--- config.mk ---
export PLATFORM = sky130hd
export DESIGN_NAME = seconds_display
export DESIGN_NICKNAME = d
export VERILOG_FILES = /design/src/rtl/seconds_display.sv
export SDC_FILE = /design/constraint.sdc
export NUM_CORES = 1
export LEC_CHECK = 0
export ABC_AREA = 1
export CELL_PAD_IN_SITES_DETAIL_PLACEMENT = 0
export CELL_PAD_IN_SITES_GLOBAL_PLACEMENT = 2
export CORE_ASPECT_RATIO = 1.5
export CORE_MARGIN = 5
export CORE_UTILIZATION = 36
export DETAILED_ROUTE_END_ITERATION = 12
export HOLD_SLACK_MARGIN = 0.05
export PLACE_DENSITY = 0.87
export SLEW_MARGIN = 10
export SYNTH_ARGS = -nofsm -noshare
export SYNTH_HDL_FRONTEND = slang
export SYNTH_SLANG_ARGS = --single-unit
--- constraint.sdc ---
create_clock -name clk -period 4.26 [get_ports clk]
set_input_delay 0.426 -clock clk [delete_from_list [all_inputs] [get_ports clk]]
set_output_delay 0.426 -clock clk [all_outputs]
set_load 0.02 [all_outputs]
--- src/rtl/seconds_display.sv ---
// Converts the 6-bit elapsed-seconds count to two BCD digits with a subtract-by-10 FSM
// and drives a 2-digit multiplexed 7-segment display from those digits.
module seconds_display #(
  parameter int REFRESH_DIV     = 25_000,
  parameter bit SEG_ACTIVE_LOW  = 1'b1,
  parameter bit LEAD_ZERO_BLANK = 1'b1
) (
  input  logic       clk,
  input  logic       reset,
  input  logic [5:0] seconds,
  input  logic       blank,
  output logic [6:0] seg,
  output logic [1:0] digit_en,
  output logic [3:0] bcd_tens,
  output logic [3:0] bcd_ones,
  output logic       valid
);

  localparam logic [0:0] ST_IDLE    = 1'b0;
  localparam logic [0:0] ST_CONVERT = 1'b1;

  localparam int              CNT_W   = (REFRESH_DIV > 2) ? $clog2(REFRESH_DIV) : 1;
  localparam logic [CNT_W-1:0] CNT_MAX = CNT_W'(REFRESH_DIV - 1);
  localparam logic [6:0]      SEG_OFF = SEG_ACTIVE_LOW ? 7'h7F : 7'h00;

  logic [0:0]       state;
  logic             pending;
  logic [5:0]       last;
  logic [5:0]       work;
  logic [2:0]       tens;
  logic [CNT_W-1:0] refresh_cnt;
  logic             digit_sel;
  logic [6:0]       seg_next;

  // Active-high segment pattern {g,f,e,d,c,b,a}; out-of-range digits stay dark.
  function automatic logic [6:0] seg_decode(input logic [3:0] d);
    case (d)
      4'd0:    seg_decode = 7'h3F;
      4'd1:    seg_decode = 7'h06;
      4'd2:    seg_decode = 7'h5B;
      4'd3:    seg_decode = 7'h4F;
      4'd4:    seg_decode = 7'h66;
      4'd5:    seg_decode = 7'h6D;
      4'd6:    seg_decode = 7'h7D;
      4'd7:    seg_decode = 7'h07;
      4'd8:    seg_decode = 7'h7F;
      4'd9:    seg_decode = 7'h6F;
      default: seg_decode = 7'h00;
    endcase
  endfunction

  // Converter control: outputs publish only on the completing edge, so they never show partial values.
  always_ff @(posedge clk or posedge reset) begin
    if (reset) begin
      state    <= ST_IDLE;
      pending  <= 1'b1;
      last     <= 6'd0;
      bcd_tens <= 4'd0;
      bcd_ones <= 4'd0;
      valid    <= 1'b0;
    end else begin
      case (state)
        ST_IDLE: begin
          if (pending || (seconds != last)) begin
            last    <= seconds;
            pending <= 1'b0;
            state   <= ST_CONVERT;
          end
        end
        default: begin
          if (work < 6'd10) begin
            bcd_tens <= {1'b0, tens};
            bcd_ones <= work[3:0];
            valid    <= 1'b1;
            state    <= ST_IDLE;
          end
        end
      endcase
    end
  end

  // Converter datapath: reloaded every idle cycle, only the load on the start edge matters.
  always_ff @(posedge clk) begin
    if (state == ST_IDLE) begin
      work <= seconds;
      tens <= 3'd0;
    end else if (work >= 6'd10) begin
      work <= work - 6'd10;
      tens <= tens + 3'd1;
    end
  end

  always_comb begin
    seg_next = 7'h00;
    if (!blank && valid && !(digit_sel && LEAD_ZERO_BLANK && (bcd_tens == 4'd0)))
      seg_next = seg_decode(digit_sel ? bcd_tens : bcd_ones);
    if (SEG_ACTIVE_LOW)
      seg_next = ~seg_next;
  end

  // Display mux: outputs are registered and so lag digit_sel/bcd/blank by one cycle.
  always_ff @(posedge clk or posedge reset) begin
    if (reset) begin
      refresh_cnt <= '0;
      digit_sel   <= 1'b0;
      seg         <= SEG_OFF;
      digit_en    <= 2'b01;
    end else begin
      if (refresh_cnt == CNT_MAX) begin
        refresh_cnt <= '0;
        digit_sel   <= ~digit_sel;
      end else begin
        refresh_cnt <= refresh_cnt + CNT_W'(1);
      end
      digit_en <= digit_sel ? 2'b10 : 2'b01;
      seg      <= seg_next;
    end
  end

endmodule

Run 1, power grid:
Scale bar: 20 um. Pins as bars on the die edge.
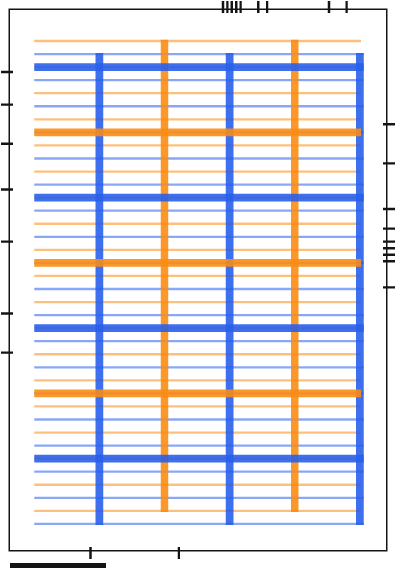
| net | color |
|---|---|
| VDD | orange |
| VSS | blue |
met1 rails: 38
rows: 37
signal pins: 27
die width: 78.4 um
Die Ht: 113 um
core box area: 0.00685 mm^2
maximum VDD drop: 0.301 mV

Run 1, placement by cell class:
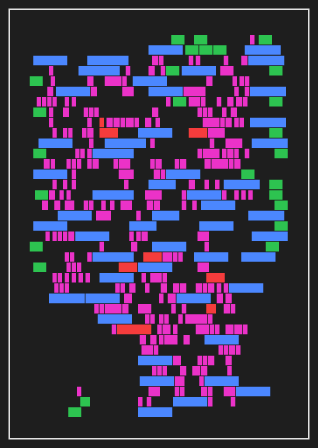
| class | color | cells |
|---|---|---|
| all other logic | magenta | 247 |
| flip-flops | blue | 50 |
| clock drivers and dummy loads | red | 8 |
| other buffers and delay cells | green | 26 |
sequential cell area share: 43.3%
post-layout instance area: 0.00295 mm^2
final core area utilization: 43.0%
Rows: 37

==> results.cfg, run 1 <==
; synthesis and place-and-route metrics
[power_and_ir_drop]
switching_share_pct = 37.8
internal_power_uw = 1090
pwr-share-comb_pct = 39.2
power_density_mw_per_mm2 = 595

[synth]
ys_sh_mux_pct = 0
top_cells_by_count = 78 x nand2_1, 48 x inv_1, 32 x dfrtp_1, 28 x nor2_1, 18 x nand3_1
syn_inst = 302
ys_area_mm2 = 0.00252
ys.warnings.count = 0
top_logic_kind = simple AND/OR/NAND/NOR gates
syn_avg_cell_area_um2 = 8.36
ys_types = 34

[placed_design]
place_ws_ns = 2.22
place_hpwl_mm = 3.60
place.gp.congestion = 0.798
port_buffers = 25

[grt]
busiest_layer = met2
gr-total-overflow = 0
grt_start_max_net_pins = 42
grt_pass1_wl_mm = 8.54
met2_usage_pct = 23.4

[cts]
cts_tree = built
cts_buffers = 5
cts_hold_buf = 0
cts-htree-levels = 2
clk_path_buf_depth = 2
post_cts_resized = 0

[setup_path]
slowest_delay_ns = 0.60
crit_buf_inv = 1
crit_end = seg[5]
reg2reg_depth = 7
worstReg2RegStart = digit_sel

[drt]
wl_per_cell_um = 11.7
routed_wl_mm = 4.80
firstDrtPassIters = 4

[final_timing]
finalSetupViolCount = 0
min_period_ns = 1.85
slew_headroom_pct = 61.1
hold_violations = 0

[cells_and_area]
nNetsFinal = 347
lay_top_count = nand2_1
finalNonFillerCells = 409
top_regs = refresh_cnt: 15 flops, seg: 7 flops
buffer_area_share_pct = 8.74
ff_latch_area_mm2 = 0.00128
dominant_cells = registers

[floorplan]
io_pins = 27
nWellTaps = 78

[job]
cap_violations = 0

[run_status]
outcome = complete, no violations
Run 1, clock distribution:
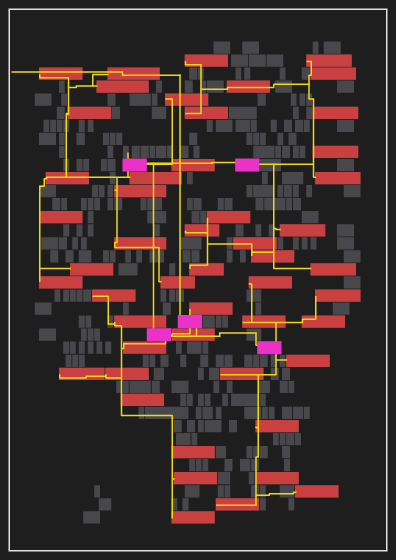
[clock wires] yellow | length: 671 um
[cells driving clock nets] magenta | count: 5
[flip-flops] red | count: 50
flops lie: widely spread
P_clk: 310 uW
worst skew pair latency: 0.30 ns
Clock Power Share: 17.7%
Setup Skew: 0.0108 ns

Run 1, congestion heat map:
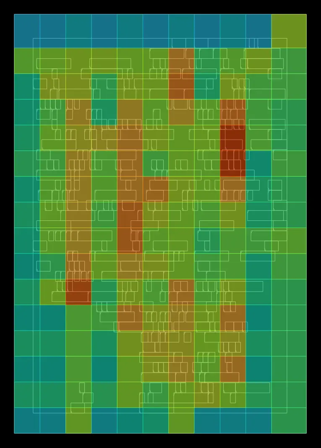

==> run 2: changes to the inputs <==
--- a/config.mk
+++ b/config.mk
@@ -10,10 +10,10 @@
 export CELL_PAD_IN_SITES_GLOBAL_PLACEMENT = 2
 export CORE_ASPECT_RATIO = 1.5
 export CORE_MARGIN = 5
-export CORE_UTILIZATION = 36
+export CORE_UTILIZATION = 34
 export DETAILED_ROUTE_END_ITERATION = 12
 export HOLD_SLACK_MARGIN = 0.05
-export PLACE_DENSITY = 0.87
+export PLACE_DENSITY = 0.83
 export SLEW_MARGIN = 10
 export SYNTH_ARGS = -nofsm -noshare
 export SYNTH_HDL_FRONTEND = slang
==> constraint.sdc (replaced) <==
create_clock -name clk -period 1.82 [get_ports clk]
set_input_delay 0.182 -clock clk [delete_from_list [all_inputs] [get_ports clk]]
set_output_delay 0.182 -clock clk [all_outputs]
set_load 0.02 [all_outputs]
Run 2, congestion heat map:
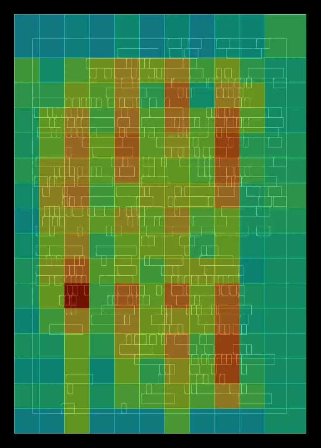
Routed WL per cell: 11.5 um
final core area utilization: 41.6%
Total GRT Usage: 12.2%
met1 Use GR: 13.7%
routing usage on met2: 22.2%

==> run 2 against run 1 <==
Compared with the run above: clock skew decreased by 0.0018 ns; sequential share of layout area is 0.79 points lower; clock power increased by 110%; critical path type unchanged; largest power group unchanged.
==> results.cfg, run 2 <==
; synthesis and place-and-route metrics
[run_status]
outcome = complete, no violations

[setup_path]
crit_end = seg[0]
crit_buf_inv = 1
worstReg2RegStart = refresh_cnt[0]

[floorplan]
io_pins = 27
die_h_um = 116
nWellTaps = 100
rows = 38
die_w_um = 80.3

[power_and_ir_drop]
power_density_mw_per_mm2 = 1360
internal_power_uw = 2510

[cells_and_area]
finalNonFillerCells = 435
ff_latch_area_mm2 = 0.00128
lay_top_count = nand2_1
buffer_area_share_pct = 10.0
nNetsFinal = 351
dominant_cells = registers
top_regs = refresh_cnt: 15 flops, seg: 7 flops

[synth]
ys.warnings.count = 0
syn_avg_cell_area_um2 = 8.36
ys_area_mm2 = 0.00252
ys_sh_mux_pct = 0
syn_inst = 302

[placed_design]
port_buffers = 25
place_hpwl_mm = 3.75
place_ws_ns = 0.120

[drt]
routed_wl_mm = 4.99
firstDrtPassIters = 4

[grt]
grt_pass1_wl_mm = 8.85
gr-total-overflow = 0
grt_start_max_net_pins = 42
busiest_layer = met2

[final_timing]
min_period_ns = 1.60
finClkSkew_ns = 0.00904
finalSetupViolCount = 0

[job]
cap_violations = 0

[cts]
clk_path_buf_depth = 2
cts_tree = built
cts_hold_buf = 0
cts_buffers = 5
Power is estimated from default activity; no workload was simulated.
